## config.mk

```make
export PLATFORM = sky130hd
export DESIGN_NAME = fifo_sync_dly
export DESIGN_NICKNAME = d
export VERILOG_FILES = /design/src/rtl/fifo_sync_pkg.sv /design/src/rtl/fifo_sync_ram.sv /design/src/rtl/fifo_sync_dly.sv
export SDC_FILE = /design/constraint.sdc
export NUM_CORES = 1
export LEC_CHECK = 0
export CAP_MARGIN = 10
export CORE_ASPECT_RATIO = 0.8
export CORE_MARGIN = 3
export CORE_UTILIZATION = 52
export CTS_CLUSTER_SIZE = 12
export DETAILED_ROUTE_END_ITERATION = 8
export GPL_TIMING_DRIVEN = 0
export PLACE_DENSITY_LB_ADDON = 0.15
export SYNTH_ARGS = -nofsm -noshare
export SYNTH_HDL_FRONTEND = slang
export SYNTH_HIERARCHICAL = 1
export SYNTH_SLANG_ARGS = --single-unit
```

## constraint.sdc

```tcl
create_clock -name clk -period 3.61 [get_ports clk]
set_input_delay 0.5415 -clock clk [delete_from_list [all_inputs] [get_ports clk]]
set_output_delay 0.5415 -clock clk [all_outputs]
set_load 0.05 [all_outputs]
```

## src/rtl/fifo_sync_pkg.sv

```systemverilog
// Shared types and helpers for the parametrised sync FIFO with delay-line mode.
package fifo_sync_pkg;

    localparam int unsigned FIFO_WIDTH = 8;

    typedef enum logic {
        MODE_FIFO = 1'b0,
        MODE_DLY  = 1'b1
    } fifo_mode_e;

    // Delay requests larger than the storage collapse to a full-depth delay.
    function automatic int unsigned clamp_dly(input int unsigned dly, input int unsigned depth);
        return (dly > depth) ? depth : dly;
    endfunction

endpackage

```

## src/rtl/fifo_sync_ram.sv

```systemverilog
// DEPTH x WIDTH storage: one write port, one registered read port, no reset.
module fifo_sync_ram #(
    parameter int unsigned WIDTH = 8,
    parameter int unsigned DEPTH = 16,
    localparam int unsigned AW   = $clog2(DEPTH)
) (
    input  logic             clk,
    input  logic             we,
    input  logic [AW-1:0]    waddr,
    input  logic [WIDTH-1:0] wdata,
    input  logic             re,
    input  logic [AW-1:0]    raddr,
    output logic [WIDTH-1:0] rdata
);

    logic [WIDTH-1:0] mem [DEPTH];

    // Read returns the pre-write word when both ports hit one address (full push+pop).
    always_ff @(posedge clk) begin
        if (we) mem[waddr] <= wdata;
        if (re) rdata <= mem[raddr];
    end

endmodule

```

## src/rtl/fifo_sync_dly.sv

```systemverilog
// Parametrised sync FIFO with occupancy, programmable almost flags and a delay-line mode.
// Optional sticky overflow/underflow flags are built when FIFO_SYNC_ERR_EN is defined.
module fifo_sync_dly
    import fifo_sync_pkg::*;
#(
    parameter int unsigned WIDTH = FIFO_WIDTH,
    parameter int unsigned DEPTH = 16,
    localparam int unsigned AW   = $clog2(DEPTH)
) (
    input  logic             clk,
    input  logic             rst_n,
    input  logic             mode_dly,
    input  logic [AW:0]      dly_cfg,
    input  logic [AW:0]      af_thr,
    input  logic [AW:0]      ae_thr,
    input  logic             en,
    input  logic [WIDTH-1:0] data_i,
    input  logic             data_use,
    output logic [WIDTH-1:0] data_o,
    output logic             data_rd,
    output logic [AW:0]      count,
    output logic             full,
    output logic             empty,
    output logic             almost_full,
    output logic             almost_empty
`ifdef FIFO_SYNC_ERR_EN
    ,
    input  logic             err_clr,
    output logic             ovf,
    output logic             udf
`endif
);

    localparam logic [AW:0] DEPTH_C = (AW+1)'(DEPTH);
    localparam logic [AW:0] ONE     = (AW+1)'(1);

    fifo_mode_e       mode;
    logic [AW:0]      wr_ptr;
    logic [AW:0]      rd_ptr;
    logic [AW:0]      dly_lim;
    logic             pop;
    logic             push;
    logic             pass;
    logic             out_vld;
    logic             out_pass;
    logic [WIDTH-1:0] pass_q;
    logic [WIDTH-1:0] ram_q;

    assign mode    = fifo_mode_e'(mode_dly);
    assign dly_lim = (AW+1)'(clamp_dly(32'(dly_cfg), DEPTH));

    assign full         = (count == DEPTH_C);
    assign empty        = (count == '0);
    assign almost_full  = (count >= af_thr);
    assign almost_empty = (count <= ae_thr);

    always_comb begin
        pop  = 1'b0;
        pass = 1'b0;
        if (mode == MODE_FIFO) begin
            pop = data_use && !empty;
        end else begin
            // Excess above the delay drains even without a write.
            pop  = !empty && ((en && (count >= dly_lim)) || (count > dly_lim));
            pass = en && empty && (dly_lim == '0);
        end
        push = en && (!full || pop) && !pass;
    end

    fifo_sync_ram #(
        .WIDTH (WIDTH),
        .DEPTH (DEPTH)
    ) u_ram (
        .clk   (clk),
        .we    (push),
        .waddr (wr_ptr[AW-1:0]),
        .wdata (data_i),
        .re    (pop),
        .raddr (rd_ptr[AW-1:0]),
        .rdata (ram_q)
    );

    always_ff @(posedge clk or negedge rst_n) begin
        if (!rst_n) begin
            wr_ptr   <= '0;
            rd_ptr   <= '0;
            count    <= '0;
            data_rd  <= 1'b0;
            out_vld  <= 1'b0;
            out_pass <= 1'b0;
            pass_q   <= '0;
        end else begin
            if (push) wr_ptr <= wr_ptr + ONE;
            if (pop)  rd_ptr <= rd_ptr + ONE;
            count   <= count + (push ? ONE : '0) - (pop ? ONE : '0);
            data_rd <= pop || pass;
            if (pop || pass) begin
                out_vld  <= 1'b1;
                out_pass <= pass;
            end
            if (pass) pass_q <= data_i;
        end
    end

    // Output is zero until the first pop, then whichever source last produced a word.
    assign data_o = !out_vld ? '0 : (out_pass ? pass_q : ram_q);

    assert property (@(posedge clk) disable iff (!rst_n) count == (wr_ptr - rd_ptr));

`ifdef FIFO_SYNC_ERR_EN
    logic drop;
    assign drop = en && full && !pop;

    always_ff @(posedge clk or negedge rst_n) begin
        if (!rst_n) begin
            ovf <= 1'b0;
            udf <= 1'b0;
        end else begin
            if (err_clr) begin
                ovf <= 1'b0;
                udf <= 1'b0;
            end
            if (drop) ovf <= 1'b1;
            if ((mode == MODE_FIFO) && data_use && empty) udf <= 1'b1;
        end
    end
`endif

endmodule

```

==> notes.md <==
Results of the run.

The number of design rule violations left after detail routing is 0. On met3, the global router reports a usage of around 5.2%. 0 antenna diodes ended up in the layout. The worst setup path is launched from an input pin.

The fraction of cell area in non-clock buffers is approximately 7.1%. According to the CTS report, the clock sink count is ~160. The number of nets at floorplan is between 400 and 500. Per the OpenROAD floorplan log, the area of the die is 0.01494 mm^2. The instance count on the critical path is 10. The leakage power of the design is 3.021 nW.

The worst setup path is captured at a flip-flop. The initial DRC count is around 390. For reference, simple AND, OR, NAND and NOR cells occupy 6.734% of the area reported after synthesis. Logic depth along the worst register-to-register path is recorded as 9.

The number of multi-input logic gates is between 200 and 250. Of the synthesized area, sequential elements account for 66.70%. Grouping non-sequential cells by family puts the most area in multiplexers. The clock arrives with around 8.0 ps of skew. The flow ran to the end, and the final reports show no timing, DRC or antenna violations. In this build the clock could be raised as far as 287.8 MHz. The relative max-transition margin is between 40% and 50%. The detailed router used layers up to and including met4. The total core area is around 0.013 mm^2. The number of I/O port buffers is around 45. The net switching power of the design is roughly 2.3 mW.

The group that draws the most power in this run is sequential cells. For reference, the critical path cell chain is clkdlybuf4s50_1, inv_2, ha_1, nand3_1, o22ai_1, a211oi_2, nand2_4, inv_1, or3b_2, nor3_2. The wire length on met1 is between 6000 and 7000 um. The final report lists a non-filler cell total of roughly 660. The H-tree depth reported by CTS is 4. Total global-route track usage over all layers is roughly 21%. The routed design could run at a clock period as short as about 3500 ps. More flip-flops sit in one register than any other, and that register is u_ram/mem. In this run the clock root is driven by a clkbuf_16. The highest supply drop recorded on VDD is between 0.5 and 0.6 mV.

The design received a total of between 150 and 200 well taps at floorplan.
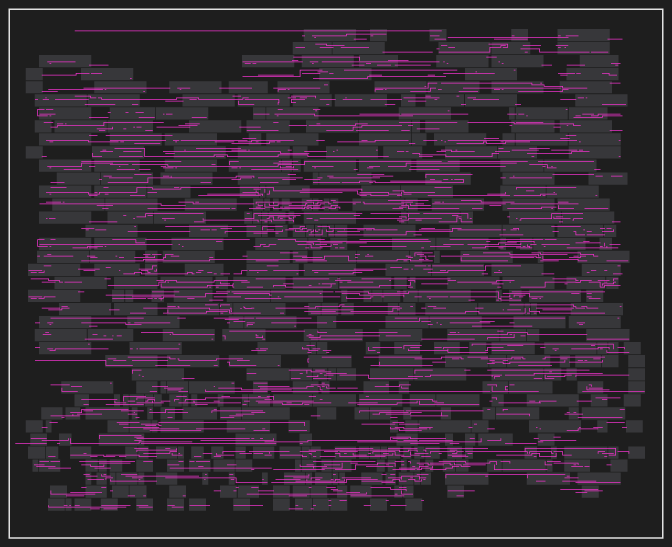
(signal wires on met1)
Cells faint in the background.
wire length on this layer = 6420 um
longest straight run = 76.4 um
nets with wire on the layer = 489
share of all routed wire = 46%
routed vias: 3774
total wire length: 14050 um
GR Layer Usage met1: 30.05%

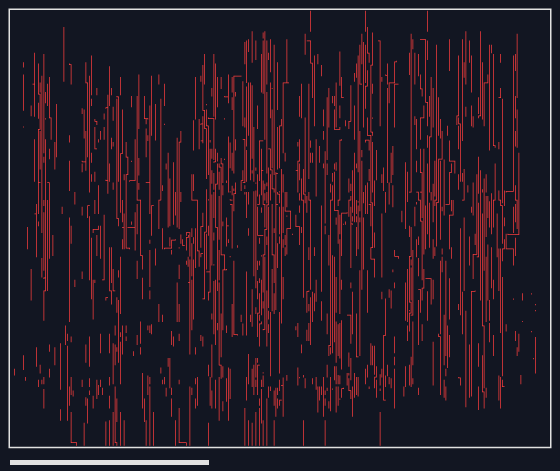
(met2 routing)
Scale bar: 50 um.
longest straight run = 39.8 um
nets with wire on the layer = 451
main direction = vertical
share of all routed wire = 48%
wire length on this layer = 6730 um
global-route track usage on met2: 31.89%

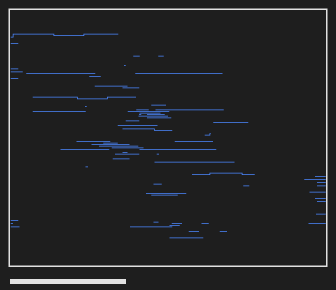
(signal wires on met3)
Scale bar: 50 um.
main direction = horizontal
nets with wire on the layer = 52
wire length on this layer = 743 um
share of all routed wire = 5.3%
longest straight run = 37.3 um

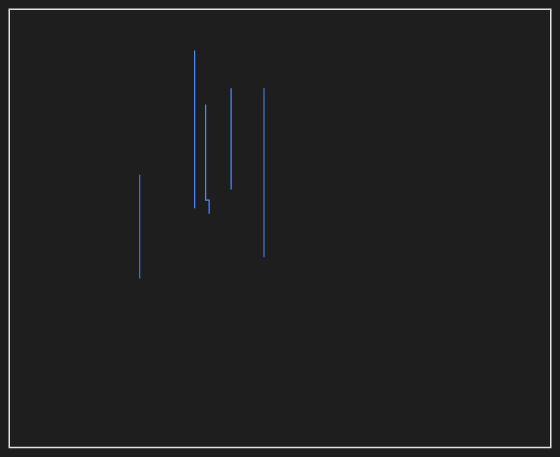
(signal wires on met4)
nets with wire on the layer = 5
share of all routed wire = 1.1%
longest straight run = 42.2 um
main direction = vertical

Power is estimated from default activity; no workload was simulated.
